==> config.mk <==
export PLATFORM = sky130hd
export DESIGN_NAME = carfield_eoc_collector_flat
export DESIGN_NICKNAME = d
export VERILOG_FILES = /design/src/rtl/carfield_eoc_pkg.sv /design/src/rtl/carfield_eoc_if.sv /design/src/rtl/carfield_eoc_chan.sv /design/src/rtl/carfield_eoc_collector.sv /design/src/flat_wrapper.sv
export SDC_FILE = /design/constraint.sdc
export NUM_CORES = 1
export LEC_CHECK = 0
export CAP_MARGIN = 20
export CORE_AREA = 2 2 143 103
export DETAILED_ROUTE_END_ITERATION = 10
export DIE_AREA = 0 0 145 105
export PLACE_DENSITY = 0.81
export SYNTH_ARGS = -nofsm -noshare
export SYNTH_HDL_FRONTEND = slang
export SYNTH_SLANG_ARGS = --single-unit
==> constraint.sdc <==
create_clock -name clk_i -period 2.5 [get_ports clk_i]
set_input_delay 0.75 -clock clk_i [delete_from_list [all_inputs] [get_ports clk_i]]
set_output_delay 0.75 -clock clk_i [all_outputs]
set_load 0.01 [all_outputs]
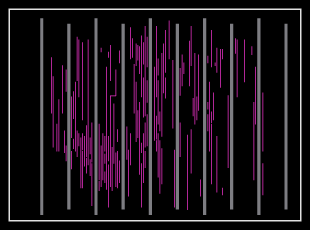
(the metal 4 layer)
(2 px per µm) Supply wires on this layer in gray.
- share of all routed wire: 7.1%
- nets with wire on the layer: 118
- wire length on this layer: 2390 µm
final WL: 33.4 mm
Vias: 8992

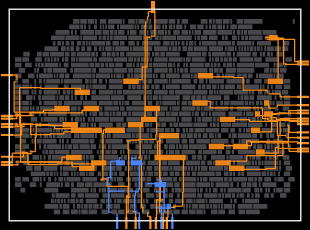
(wires at chosen ports, followed through buffers)
(2 px per µm)
- orange: eoc_res_code_o (bits 31; direction output; edge 14 right, 9 left, 6 bottom, 2 top; end cells 31; buffers 35; wire 1410 µm)
- blue: eoc_eoc_ready_o (bits 4; direction output; edge bottom; end cells 4; buffers 4; wire 140 µm)
number of port buffers: 181
io pins: 183

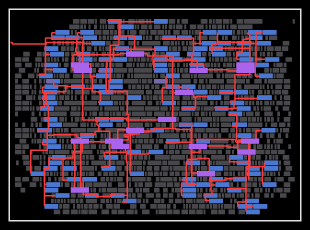
(clock distribution)
(2 px per µm)
- purple: clock-net drivers (count 17)
- blue: flip-flops (count 139)
- red: clock wires (length 1840 µm)
- routed clock nets: 18
- flops lie: widely spread
clk pwr: 2550 µW
clock share of power: 0.469
Final Skew: 0.0111 ns
Late-Pin Clk Latency: 0.43 ns

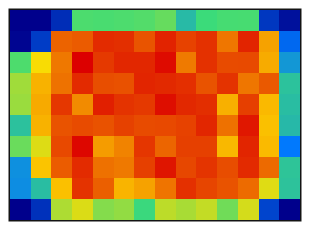
(placement density heat map)
(2 px per µm) 14 x 10 tiles, from dark blue (low) to red (high), 0 to 100% covered.
- fullest tile: 100%
- tiles over 75% full: 65%
- densest ninth of the die: middle
- mean over tiles: 73%
- emptiest ninth of the die: top left
Core ar.: 13700 µm²
fp_density: 0.478

==> qor.yml <==
layout:
  comb-cell-share: 0.384
  seq_share: 0.246
  post-route-cell-area_um2: 11400
  flop_area_um2: 2800
  flop-count: 139
  fin_cells: 1399
  logic_area_um2: 4370
floorplan:
  die_h_um: 105
  die_x_um: 145
  die-area_um2: 15200
  fp-row-count: 36
global_routing:
  antenna_found_initial: 0
  grt_usage: 0.357
  grt_max_degree: 33
clock_network:
  clockRootBuffer: "clkbuf_16"
  ctsHoldBuffers: 0
  cts_setup_buffers: 7
  htree_num_levels: 4
power:
  p_int_uw: 4050
  switchingPower_uw: 1380
  sw_frac_of_total: 0.255
  power_density_nw_per_um2: 477
logic_synthesis:
  asyncSetResetFlopFracSynth: 0
  top_cells_by_count: "nand2_1, a21oi_1, dfxtp_1"
  yosys_warnings: 0
  synth_cell_types: 48
  ys_seq_elements: 139
  synth_area_leader_cell: "dfxtp_1"
  postSynthSeqShare: 0.424
timing:
  final-setup-viol-count: 31
  finalCritPeriodShare: 1.37
  fin_tns_setup_ns: -24.22
  setup_slack_ns: -0.924
critical_path:
  cp-start-kind: "flip-flop"
  slowest_stage: "a311oi_2"
  path_delay_family: "AND-OR/OR-AND gates"
  rr_worst_depth: 7
  worst_setup_path_end_kind: "output port"
  cp_max_fo: 11
  path_class: "flip-flop to output port"
  cp_slowest_stage_delay_ns: 0.47
  regToRegSetupSlack_ns: 0.12
route:
  drt_first_pass_iters: 9
  routed_via_density: 6.43
placement:
  dpl_worst_slack_ns: -0.798
status:
  violations: "negative setup slack"
  status: "finished with violations"
hold_path:
  hold_depth: 2
-- logic make-up (layout without fill, tap and decap cells) --
family                 after synthesis  count (layout)  share of synthesized area
flip-flops                         139             139                      0.424
buffers and inverters               87             402                     0.0591
AND-OR/OR-AND                      255             256                      0.238
other                                1               1                   0.000571
AND/OR/NAND/NOR                    411             411                      0.279
-- power by group through the flow --
stage / registers, µW / clock network (µW) / logic [µW]
5_1_grt: 2260 / 2620 / 648
3_5_place_dp: 2300 / 0 / 537
6_report: 2260 / 2550 / 625
3_3_place_gp: 2300 / 0 / 535
4_1_cts: 2250 / 2470 / 557
2_1_floorplan: 2300 / 0 / 185
-- layer usage --
layer,track usage,wire (µm)
met3,0.0926,4420
met4,0.139,2390
met5,0,0
met1,0.458,12000
met2,0.577,14600
Power and IR drop assume default switching activity.
